**Placement by cell class**

Scale bar: 20 um. Fill, decap, tap and diode cells in grey.
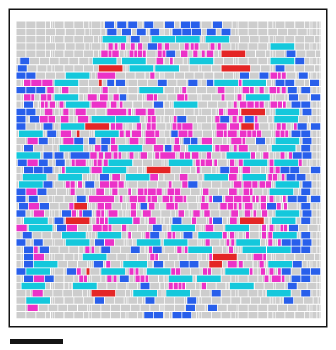
**Selected gate families**

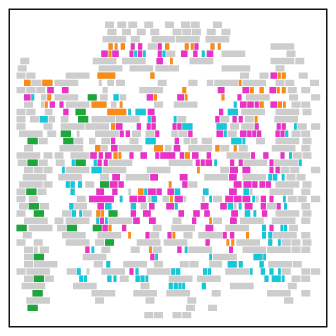
**Cell sizes after repair**

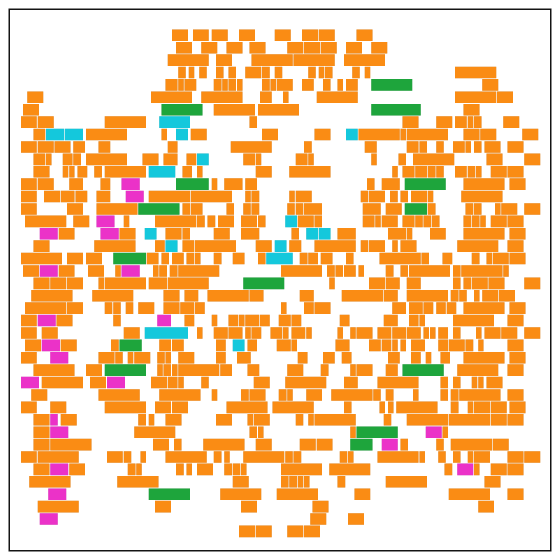
**Signal wires on met2**

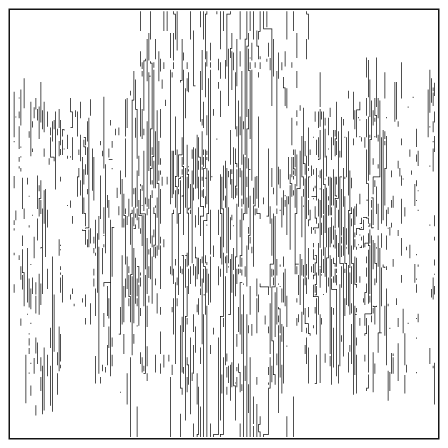
### config.mk
export PLATFORM = sky130hd
export DESIGN_NAME = data_mem_access
export DESIGN_NICKNAME = d
export VERILOG_FILES = /design/src/rtl/data_mem_access.sv
export SDC_FILE = /design/constraint.sdc
export NUM_CORES = 1
export LEC_CHECK = 0
export CAP_MARGIN = 20
export CORE_MARGIN = 2
export CORE_UTILIZATION = 35
export DETAILED_ROUTE_END_ITERATION = 7
export PLACE_DENSITY = 0.67
export REMOVE_ABC_BUFFERS = 1
export SETUP_SLACK_MARGIN = 0.15
export SYNTH_ARGS = -nofsm -noshare
export SYNTH_HDL_FRONTEND = slang
export SYNTH_SLANG_ARGS = --single-unit
### constraint.sdc
create_clock -name i_Clock -period 3.25 [get_ports i_Clock]
set_input_delay 0.325 -clock i_Clock [delete_from_list [all_inputs] [get_ports i_Clock]]
set_output_delay 0.325 -clock i_Clock [all_outputs]
set_load 0.02 [all_outputs]
### src/rtl/data_mem_access.sv
// Load/store unit between the CPU data path and a word-wide single-port RAM.
// Byte and half loads pick out the requested lane and sign- or zero-extend it.
// Byte and half stores read the whole word, merge in the new lane(s), then write it back.
// Misaligned addresses and the illegal size code complete at once with o_Error set.
//
// Handshake: i_Req is sampled only while the unit is idle (o_Busy=0).
// All request fields are latched on the edge that accepts the request.
// Exactly one o_Ack pulse follows each accepted request.
// The requester must drop i_Req in the o_Ack cycle, otherwise it is taken as a new request.
module data_mem_access #(
    parameter int ADDR_WIDTH     = 32,
    parameter int MEM_ADDR_WIDTH = 10
) (
    input  logic                      i_Clock,
    input  logic                      i_Reset,
    input  logic                      i_Req,
    input  logic                      i_WrEnable,
    input  logic [1:0]                i_Size,
    input  logic                      i_Unsigned,
    input  logic [ADDR_WIDTH-1:0]     i_Addr,
    input  logic [31:0]               i_WrData,
    output logic [31:0]               o_RdData,
    output logic                      o_Ack,
    output logic                      o_Error,
    output logic                      o_Busy,
    output logic [MEM_ADDR_WIDTH-1:0] o_MemAddr,
    output logic                      o_MemWrEnable,
    output logic [31:0]               o_MemWrData,
    input  logic [31:0]               i_MemRdData,
    output logic [2:0]                o_DbgState
);

    localparam logic [2:0] S_IDLE  = 3'd0;
    localparam logic [2:0] S_READ  = 3'd1;
    localparam logic [2:0] S_WRITE = 3'd2;
    localparam logic [2:0] S_DONE  = 3'd3;
    localparam logic [2:0] S_ERR   = 3'd4;

    localparam logic [1:0] SZ_BYTE = 2'b00;
    localparam logic [1:0] SZ_HALF = 2'b01;
    localparam logic [1:0] SZ_WORD = 2'b10;

    logic [2:0]                r_State;
    logic [MEM_ADDR_WIDTH+1:0] r_Addr;
    logic [1:0]                r_Size;
    logic                      r_Unsigned;
    logic                      r_WrEnable;
    logic [31:0]               r_WrWord;
    logic [31:0]               r_RdData;

    logic                      w_Misaligned;
    logic [4:0]                w_ShiftAmt;
    logic [31:0]               w_Shifted;
    logic [31:0]               w_LoadValue;
    logic [31:0]               w_LaneMask;
    logic [31:0]               w_MergedWord;
    logic                      w_unused_addr;

    // Address bits above the RAM range alias and are deliberately dropped.
    assign w_unused_addr = ^i_Addr[ADDR_WIDTH-1:MEM_ADDR_WIDTH+2];

    // Alignment and size legality of the incoming request (only used in IDLE).
    always_comb begin
        w_Misaligned = 1'b0;
        case (i_Size)
            SZ_BYTE: w_Misaligned = 1'b0;
            SZ_HALF: w_Misaligned = i_Addr[0];
            SZ_WORD: w_Misaligned = (i_Addr[1:0] != 2'b00);
            default: w_Misaligned = 1'b1;
        endcase
    end

    // Lane shift: the little-endian byte offset times eight.
    assign w_ShiftAmt = {r_Addr[1:0], 3'b000};
    assign w_Shifted  = i_MemRdData >> w_ShiftAmt;

    // Load path: bring the addressed lane to bit 0, then extend it to 32 bits.
    always_comb begin
        w_LoadValue = i_MemRdData;
        case (r_Size)
            SZ_BYTE: w_LoadValue = {{24{~r_Unsigned & w_Shifted[7]}}, w_Shifted[7:0]};
            SZ_HALF: w_LoadValue = {{16{~r_Unsigned & w_Shifted[15]}}, w_Shifted[15:0]};
            default: w_LoadValue = i_MemRdData;
        endcase
    end

    // Store merge: replace only the addressed lane(s) of the word read from RAM.
    always_comb begin
        w_LaneMask = 32'h0000_00FF;
        if (r_Size == SZ_HALF) begin
            w_LaneMask = 32'h0000_FFFF;
        end
        w_MergedWord = (i_MemRdData & ~(w_LaneMask << w_ShiftAmt)) |
                       ((r_WrWord & w_LaneMask) << w_ShiftAmt);
    end

    // Main FSM, request latches, load result and write-back word.
    always_ff @(posedge i_Clock or posedge i_Reset) begin
        if (i_Reset) begin
            r_State    <= S_IDLE;
            r_Addr     <= '0;
            r_Size     <= SZ_BYTE;
            r_Unsigned <= 1'b0;
            r_WrEnable <= 1'b0;
            r_WrWord   <= 32'h0;
            r_RdData   <= 32'h0;
        end else begin
            case (r_State)
                S_IDLE: begin
                    if (i_Req) begin
                        r_Addr     <= i_Addr[MEM_ADDR_WIDTH+1:0];
                        r_Size     <= i_Size;
                        r_Unsigned <= i_Unsigned;
                        r_WrEnable <= i_WrEnable;
                        r_WrWord   <= i_WrData;
                        if (w_Misaligned) begin
                            r_State <= S_ERR;
                        end else if (i_WrEnable && (i_Size == SZ_WORD)) begin
                            r_State <= S_WRITE;
                        end else begin
                            r_State <= S_READ;
                        end
                    end
                end
                S_READ: begin
                    if (r_WrEnable) begin
                        r_WrWord <= w_MergedWord;
                        r_State  <= S_WRITE;
                    end else begin
                        r_RdData <= w_LoadValue;
                        r_State  <= S_DONE;
                    end
                end
                S_WRITE: r_State <= S_DONE;
                S_DONE:  r_State <= S_IDLE;
                S_ERR:   r_State <= S_IDLE;
                default: r_State <= S_IDLE;
            endcase
        end
    end

    // Outputs come only from state and latched registers.
    // A reset mid-write therefore drops the write enable at once.
    assign o_RdData      = r_RdData;
    assign o_Ack         = (r_State == S_DONE) || (r_State == S_ERR);
    assign o_Error       = (r_State == S_ERR);
    assign o_Busy        = (r_State != S_IDLE);
    assign o_MemAddr     = r_Addr[MEM_ADDR_WIDTH+1:2];
    assign o_MemWrEnable = (r_State == S_WRITE);
    assign o_MemWrData   = r_WrWord;
    assign o_DbgState    = r_State;

endmodule

==> impl_metrics.py <==
# Metrics from the implementation run
metrics = {
    "sta": {
        "period_minus_slack_ps": 2420,
        "fmax_mhz": 414,
    },
    "finish": {
        "sh_comb_area_pct": 33.2,
        "finalNetCount": 720,
    },
    "power": {
        "power_mw": 7.16,
        "powerDensity_nw_per_um2": 1100,
        "pg_seq_mw": 2.07,
    },
    "drt": {
        "ant_nets": 0,
    },
    "placement": {
        "placed_cells": 778,
    },
    "floorplanning": {
        "fp-utilization_pct": 36.0,
    },
    "job": {
        "maxCapViolCount": 0,
        "warnings": 45,
    },
    "yosys": {
        "mux_share_pct": 5.02,
    },
    "cts": {
        "h-tree-depth": 3,
        "cts_resized": 0,
        "cts-buffers-inserted": 9,
    },
    "setup_path": {
        "cp.required_ps": 3530,
        "worstPathArrival_ps": 2690,
        "worstSetupPathDepth": 4,
    },
    "run_status": {
        "status": "complete, no violations",
    },
}
Back to the opening pictures, 'placement by cell class':
remaining buffers and delay cells -> blue  # cells 174, share of their area 27%
combinational and other logic -> magenta  # cells 349, share of their area 35%
sequential cells -> cyan  # cells 83, share of their area 33%
clock drivers and dummy loads -> red  # cells 16, share of their area 4.9%

Back to the opening pictures, 'selected gate families':
nand cells -> cyan  # cells 99
nor cells -> orange  # cells 56
mux cells -> green  # cells 21
aoi and oai cells -> magenta  # cells 146

Back to the opening pictures, 'cell sizes after repair':
_3 and _4 cells -> cyan  # cells 16, most used buf_4
_2 cells -> magenta  # cells 21, most used mux2_2
_0 and _1 cells -> orange  # cells 570, most used clkdlybuf4s50_1
_6 and larger -> green  # cells 15, most used clkbuf_16
Final Cell Area: 6530 um2
Plain + repair buffers: 174
area added between synthesis and finish: 42.4%

Back to the opening pictures, 'signal wires on met2':
main direction = vertical
share of all routed wire = 46%
wire length on this layer = 7170 um
nets with wire on the layer = 609

## worst paths after layout
check / slack, ps / from / endpoint
max reg2reg: 830 / r_Addr[0]$_DFFE_PP0P_ / o_RdData[29]$_DFFE_PP0P_
min: 410 / i_Reset / r_Addr[7]$_DFFE_PP0P_
max: 830 / r_Addr[0]$_DFFE_PP0P_ / o_RdData[29]$_DFFE_PP0P_
min in group i_Clock: 480 / o_RdData[2]$_DFFE_PP0P_ / o_RdData[2]$_DFFE_PP0P_
max in group asynchronous: 2160 / i_Reset / o_MemWrData[24]$_DFFE_PP0P_
min reg2reg: 480 / o_RdData[2]$_DFFE_PP0P_ / o_RdData[2]$_DFFE_PP0P_
## cell usage in the layout (no fill, tap or decap), drive strengths merged, types with 8 or more instances in the layout
| cell | n |
|---|---|
| nand2 | 50 |
| a2bb2oi | 8 |
| a211oi | 17 |
| nand3 | 32 |
| clkdlybuf4s50 | 163 |
| clkbuf | 15 |
| dfrtp | 83 |
| a221o | 8 |
| mux2 | 16 |
| nor3 | 19 |
| a21boi | 8 |
| nor2 | 31 |
| nand2b | 8 |
| inv | 8 |
| a21oi | 42 |
| o21ai | 27 |
| buf | 11 |
| o22ai | 17 |
## synth_stat cells, types with 2 or more instances
cell	number
buf_4	15
a22oi_1	7
nand4bb_1	7
o22ai_1	17
a21boi_0	8
buf_6	7
nor2b_1	3
o21bai_1	2
o2bb2ai_1	7
nand2b_1	8
a2bb2oi_1	8
nor3_1	18
mux2i_1	5
clkbuf_1	17
mux2_2	16
a32oi_1	7
o21ai_0	22
nand3_1	29
a221o_1	8
a211oi_1	17
buf_2	11
and2_1	2
nand2_1	50
a21oi_1	40
dfrtp_1	83
nor2_1	29
o21ai_1	5
nand3_2	3
inv_1	9
o31a_1	2
Power is estimated from default activity; no workload was simulated.
